--- src/rtl/branch_sequencer_pkg.sv ---
// Shared encodings for the branch sequencer: branch ops, condition codes,
// PC-source selects and FSM states.
package branch_sequencer_pkg;

  localparam logic [2:0] BCOND_OP_NONE   = 3'b000;
  localparam logic [2:0] BCOND_OP_BRANCH = 3'b001;
  localparam logic [2:0] BCOND_OP_COND   = 3'b010;
  localparam logic [2:0] BCOND_OP_ZERO   = 3'b011;
  localparam logic [2:0] BCOND_OP_NZERO  = 3'b100;
  localparam logic [2:0] BCOND_OP_ALU    = 3'b101;
  localparam logic [2:0] BCOND_OP_LINK   = 3'b110;

  // Pairs differ only in bit 0, which inverts the base test (AL/NV included).
  localparam logic [4:0] BCOND_EQ = 5'd0;
  localparam logic [4:0] BCOND_NE = 5'd1;
  localparam logic [4:0] BCOND_CS = 5'd2;
  localparam logic [4:0] BCOND_CC = 5'd3;
  localparam logic [4:0] BCOND_MI = 5'd4;
  localparam logic [4:0] BCOND_PL = 5'd5;
  localparam logic [4:0] BCOND_VS = 5'd6;
  localparam logic [4:0] BCOND_VC = 5'd7;
  localparam logic [4:0] BCOND_HI = 5'd8;
  localparam logic [4:0] BCOND_LS = 5'd9;
  localparam logic [4:0] BCOND_GE = 5'd10;
  localparam logic [4:0] BCOND_LT = 5'd11;
  localparam logic [4:0] BCOND_GT = 5'd12;
  localparam logic [4:0] BCOND_LE = 5'd13;
  localparam logic [4:0] BCOND_AL = 5'd14;
  localparam logic [4:0] BCOND_NV = 5'd15;

  localparam logic [1:0] PCSEL_PC4    = 2'b00;
  localparam logic [1:0] PCSEL_TARGET = 2'b01;
  localparam logic [1:0] PCSEL_REG    = 2'b10;
  localparam logic [1:0] PCSEL_LINK   = 2'b11;

  localparam int FLUSH_CNT_W = 3;

  typedef enum logic [1:0] {
    ST_IDLE       = 2'd0,
    ST_WAIT_FLAGS = 2'd1,
    ST_FLUSH      = 2'd2
  } state_t;

  function automatic logic [1:0] op_pc_sel(input logic [2:0] op);
    case (op)
      BCOND_OP_ALU:  return PCSEL_REG;
      BCOND_OP_LINK: return PCSEL_LINK;
      default:       return PCSEL_TARGET;
    endcase
  endfunction

endpackage

--- src/rtl/branch_sequencer_if.sv ---
// EX-stage branch interface: control decode drives the branch fields, the
// sequencer returns stall/flush/redirect, the PC select, flags and debug state.
interface branch_sequencer_if #(
  parameter int CNT_WIDTH = 16
);
  import branch_sequencer_pkg::*;

  // Inputs are level signals sampled every clock; there is no handshake. While
  // stall is high the producer holds br_valid and the branch fields stable.
  logic                 br_valid;
  logic [2:0]           branch_op;
  logic [4:0]           conditional_branch;
  logic                 alu_zero;
  logic                 flags_pending;
  logic                 flag_wr_en;
  logic [3:0]           flag_in;
  logic                 stall;
  logic                 flush;
  logic                 redirect;
  logic [1:0]           pc_sel;
  logic [3:0]           flags;
  logic [CNT_WIDTH-1:0] taken_count;
  state_t               state;

  modport master (
    output br_valid, branch_op, conditional_branch, alu_zero,
           flags_pending, flag_wr_en, flag_in,
    input  stall, flush, redirect, pc_sel, flags, taken_count, state
  );

  modport slave (
    input  br_valid, branch_op, conditional_branch, alu_zero,
           flags_pending, flag_wr_en, flag_in,
    output stall, flush, redirect, pc_sel, flags, taken_count, state
  );

endinterface

--- src/rtl/branch_sequencer_cond_eval.sv ---
// Combinational B.cond evaluator: {N,Z,C,V} plus 5-bit condition -> taken.
// Codes with bit 4 set are not defined and never take.
module branch_sequencer_cond_eval (
  input  logic [3:0] nzcv,
  input  logic [4:0] cond,
  output logic       taken
);

  logic n, z, c, v;
  logic base;

  assign {n, z, c, v} = nzcv;

  always_comb begin
    base = 1'b1;
    case (cond[3:1])
      3'd0:    base = z;
      3'd1:    base = c;
      3'd2:    base = n;
      3'd3:    base = v;
      3'd4:    base = c & ~z;
      3'd5:    base = n ~^ v;
      3'd6:    base = ~z & (n ~^ v);
      default: base = 1'b1;
    endcase
    taken = cond[4] ? 1'b0 : (base ^ cond[0]);
  end

endmodule

--- src/rtl/branch_sequencer.sv ---
// Branch resolution sequencer: owns NZCV, holds B.cond until flags settle,
// selects the PC source and squashes wrong-path instructions after a redirect.
module branch_sequencer
  import branch_sequencer_pkg::*;
#(
  parameter int FLUSH_DEPTH = 2,
  parameter int CNT_WIDTH   = 16
) (
  input logic               clk,
  input logic               reset,
  branch_sequencer_if.slave bus
);

  localparam logic [FLUSH_CNT_W-1:0] FLUSH_RELOAD = FLUSH_CNT_W'(FLUSH_DEPTH - 1);

  state_t                 state_q, state_d;
  logic [FLUSH_CNT_W-1:0] fcnt_q, fcnt_d;
  logic [3:0]             flags_q, eff_flags;
  logic [CNT_WIDTH-1:0]   count_q;
  logic                   cond_taken, br_taken, resolve;
  logic [1:0]             br_sel;
  logic                   stall_c, flush_c, redirect_c;
  logic [1:0]             pc_sel_c;

  // A flag write in the same cycle as the check wins over the stored flags.
  assign eff_flags = bus.flag_wr_en ? bus.flag_in : flags_q;

  branch_sequencer_cond_eval u_cond_eval (
    .nzcv  (eff_flags),
    .cond  (bus.conditional_branch),
    .taken (cond_taken)
  );

  always_comb begin
    br_taken = 1'b0;
    br_sel   = op_pc_sel(bus.branch_op);
    if (bus.br_valid) begin
      case (bus.branch_op)
        BCOND_OP_BRANCH: br_taken = 1'b1;
        BCOND_OP_ZERO:   br_taken = bus.alu_zero;
        BCOND_OP_NZERO:  br_taken = ~bus.alu_zero;
        BCOND_OP_ALU:    br_taken = 1'b1;
        BCOND_OP_LINK:   br_taken = 1'b1;
        BCOND_OP_COND:   br_taken = cond_taken;
        default:         br_taken = 1'b0;
      endcase
    end
  end

  always_comb begin
    state_d    = state_q;
    fcnt_d     = fcnt_q;
    stall_c    = 1'b0;
    flush_c    = 1'b0;
    redirect_c = 1'b0;
    pc_sel_c   = PCSEL_PC4;
    resolve    = 1'b0;
    case (state_q)
      ST_IDLE: begin
        if (bus.br_valid) begin
          if (bus.branch_op == BCOND_OP_COND && bus.flags_pending && !bus.flag_wr_en) begin
            stall_c = 1'b1;
            state_d = ST_WAIT_FLAGS;
          end else begin
            resolve = 1'b1;
          end
        end
      end
      ST_WAIT_FLAGS: begin
        if (bus.flag_wr_en || !bus.flags_pending) begin
          resolve = 1'b1;
        end else begin
          stall_c = 1'b1;
        end
      end
      ST_FLUSH: begin
        // Wrong-path branches arriving here are ignored entirely.
        flush_c = 1'b1;
        fcnt_d  = (fcnt_q != '0) ? fcnt_q - 1'b1 : '0;
        if (fcnt_q <= FLUSH_CNT_W'(1)) begin
          state_d = ST_IDLE;
        end
      end
      default: state_d = ST_IDLE;
    endcase

    if (resolve) begin
      state_d = ST_IDLE;
      if (br_taken) begin
        redirect_c = 1'b1;
        flush_c    = 1'b1;
        pc_sel_c   = br_sel;
        if (FLUSH_DEPTH > 1) begin
          state_d = ST_FLUSH;
          fcnt_d  = FLUSH_RELOAD;
        end
      end
    end
  end

  always_ff @(posedge clk) begin
    if (reset) begin
      state_q <= ST_IDLE;
      fcnt_q  <= '0;
      flags_q <= '0;
      count_q <= '0;
    end else begin
      state_q <= state_d;
      fcnt_q  <= fcnt_d;
      if (bus.flag_wr_en) begin
        flags_q <= bus.flag_in;
      end
      if (resolve && br_taken && count_q != '1) begin
        count_q <= count_q + 1'b1;
      end
    end
  end

  assign bus.stall       = stall_c;
  assign bus.flush       = flush_c;
  assign bus.redirect    = redirect_c;
  assign bus.pc_sel      = pc_sel_c;
  assign bus.flags       = flags_q;
  assign bus.taken_count = count_q;
  assign bus.state       = state_q;

endmodule

--- src/flat_wrapper.sv ---
// flat-port wrapper written by rule: the top's interface ports become plain ports
module branch_sequencer_flat import branch_sequencer_pkg::*;
#(
  parameter int FLUSH_DEPTH = 2,
  parameter int CNT_WIDTH   = 16
)
  (clk, reset, bus_br_valid, bus_branch_op, bus_conditional_branch, bus_alu_zero, bus_flags_pending, bus_flag_wr_en, bus_flag_in, bus_stall, bus_flush, bus_redirect, bus_pc_sel, bus_flags, bus_taken_count, bus_state);
  branch_sequencer_if #(.CNT_WIDTH(CNT_WIDTH)) bus_i ();
  input logic clk;
  input logic reset;
  input wire logic [$bits(bus_i.br_valid)-1:0] bus_br_valid;
  input wire logic [$bits(bus_i.branch_op)-1:0] bus_branch_op;
  input wire logic [$bits(bus_i.conditional_branch)-1:0] bus_conditional_branch;
  input wire logic [$bits(bus_i.alu_zero)-1:0] bus_alu_zero;
  input wire logic [$bits(bus_i.flags_pending)-1:0] bus_flags_pending;
  input wire logic [$bits(bus_i.flag_wr_en)-1:0] bus_flag_wr_en;
  input wire logic [$bits(bus_i.flag_in)-1:0] bus_flag_in;
  output wire logic [$bits(bus_i.stall)-1:0] bus_stall;
  output wire logic [$bits(bus_i.flush)-1:0] bus_flush;
  output wire logic [$bits(bus_i.redirect)-1:0] bus_redirect;
  output wire logic [$bits(bus_i.pc_sel)-1:0] bus_pc_sel;
  output wire logic [$bits(bus_i.flags)-1:0] bus_flags;
  output wire logic [$bits(bus_i.taken_count)-1:0] bus_taken_count;
  output wire logic [$bits(bus_i.state)-1:0] bus_state;
  assign bus_i.br_valid = bus_br_valid;
  assign bus_i.branch_op = bus_branch_op;
  assign bus_i.conditional_branch = bus_conditional_branch;
  assign bus_i.alu_zero = bus_alu_zero;
  assign bus_i.flags_pending = bus_flags_pending;
  assign bus_i.flag_wr_en = bus_flag_wr_en;
  assign bus_i.flag_in = bus_flag_in;
  assign bus_stall = bus_i.stall;
  assign bus_flush = bus_i.flush;
  assign bus_redirect = bus_i.redirect;
  assign bus_pc_sel = bus_i.pc_sel;
  assign bus_flags = bus_i.flags;
  assign bus_taken_count = bus_i.taken_count;
  assign bus_state = bus_i.state;
  branch_sequencer #(.FLUSH_DEPTH(FLUSH_DEPTH), .CNT_WIDTH(CNT_WIDTH)) u_core (.clk(clk), .reset(reset), .bus(bus_i));
endmodule
--- config.mk ---
export PLATFORM = sky130hd
export DESIGN_NAME = branch_sequencer_flat
export DESIGN_NICKNAME = d
export VERILOG_FILES = /design/src/rtl/branch_sequencer_pkg.sv /design/src/rtl/branch_sequencer_if.sv /design/src/rtl/branch_sequencer_cond_eval.sv /design/src/rtl/branch_sequencer.sv /design/src/flat_wrapper.sv
export SDC_FILE = /design/constraint.sdc
export NUM_CORES = 1
export LEC_CHECK = 0
export CAP_MARGIN = 20
export CORE_MARGIN = 2
export CORE_UTILIZATION = 52
export CTS_BUF_LIST = sky130_fd_sc_hd__clkbuf_8
export CTS_CLUSTER_DIAMETER = 200
export DETAILED_ROUTE_END_ITERATION = 6
export PLACE_DENSITY = 0.95
export SETUP_SLACK_MARGIN = 0.15
export SLEW_MARGIN = 20
export SYNTH_ARGS = -nofsm -noshare
export SYNTH_HDL_FRONTEND = slang
export SYNTH_HIERARCHICAL = 1
export SYNTH_SLANG_ARGS = --single-unit
--- constraint.sdc ---
create_clock -name clk -period 7.9 [get_ports clk]
set_input_delay 1.185 -clock clk [delete_from_list [all_inputs] [get_ports clk]]
set_output_delay 1.185 -clock clk [all_outputs]
set_load 0.01 [all_outputs]
M1 wires:
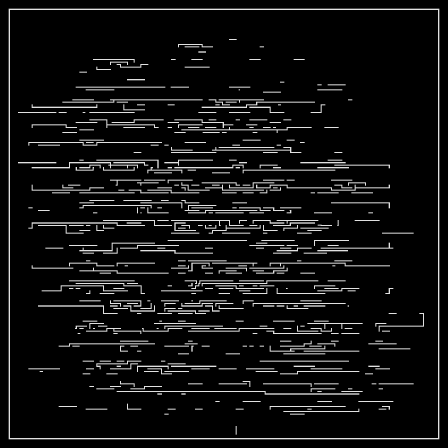
longest straight run: 20.0 um
wire length on this layer: 1560 um
nets with wire on the layer: 209
main direction: horizontal
total vias in the final route: 1500
met1 usage: 25.48%
drt total wl: 3.709 mm

==> deck_impl_summary.md <==
Key Metrics from the Run

Setup path
  • Crit-path cells: clkdlybuf4s50_1 -> mux2_2 -> nor2_1 -> mux2i_1 -> nor3b_1 -> o41ai_2 -> mux2_1 -> nor2_1 -> a21oi_1 -> o211ai_1 -> inv_1 -> and3_1 -> clkdlybuf4s50_1
  • Slowest CP cell: o211ai_1
  • Cell family with most CP delay: buffers and inverters
  • CP max FO: 14
  • Crit path buf inv count: 3
  • Crit end category: output port
  • CP Launch Point: bus_flag_wr_en
  • Req. time, crit path: 6.71 ns

Run status
  • Status: finished, final reports clean

Detailed routing
  • Post-DRT Antenna Nets: 0
  • Top Metal Used: met4

Global routing
  • Initial antenna violation count: 0
  • Met2 Track Usage GR: 40.58%

Synthesis
  • Top cell area share: 33.17%
  • Yosys top cell by instances: dfxtp_1
  • Post-Synth Simple-Gate Area: 34.41%
  • Area leader, netlist: dfxtp_1

Final layout
  • Flop count: 25
  • Nets: 241
  • Fraction of layout cells with a size suffix above 1: 6.393%
  • Inverters: 7

Timing
  • Slew headroom: 27.61%
  • Setup TNS after final layout: 0 ns
  • Slew @ Worst Pin: 1.082 ns

Clock tree
  • Postcts setup bufs: 0

Pwr
  • Pwr/cell area: 128.8 mW/mm^2
Signal wires on met2:
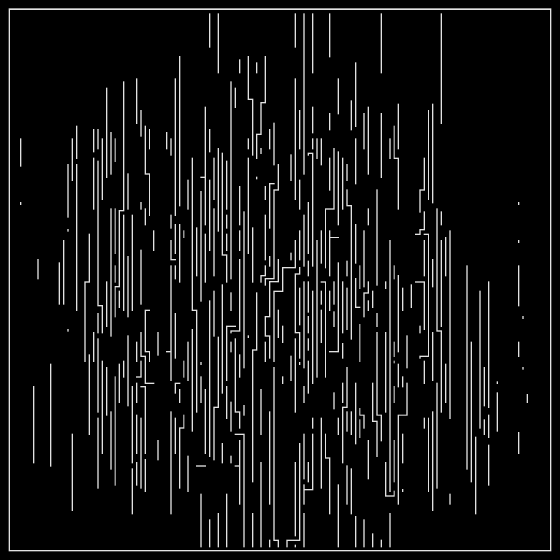
longest straight run: 26.9 um
share of all routed wire: 50%
main direction: vertical

power breakdown:
| group | switching (W) | internal [W] |
|---|---|---|
| combinational | 0.0000227 | 0.0000247 |
| clock | 0.0000434 | 0.0000358 |
| sequential | 0.00000252 | 0.000129 |
per-stage QoR:
stage	cell area [um^2]	setup slack (ns)	power (W)	utilization [%]	hold WS [ns]
final	2003	1.684	0.0002580	72.64	0.4862
after global routing	2003	1.437	0.0002674	72.64	0.5179
after CTS	2003	1.720	0.0002599	72.64	0.4852
after detailed placement	1954	1.737	0.0001812	70.87	0.4698
after global placement	1954	1.826	0.0001800	70.87	0.4673
after floorplan	1509	3.429	0.0001599	-	0.4723
tightest hold or removal path, cell delays in order (launching register included):
cell and delay, ns:
dfxtp_1 0.34, inv_1 0.05, a211oi_1 0.05
Power and IR drop assume default switching activity.
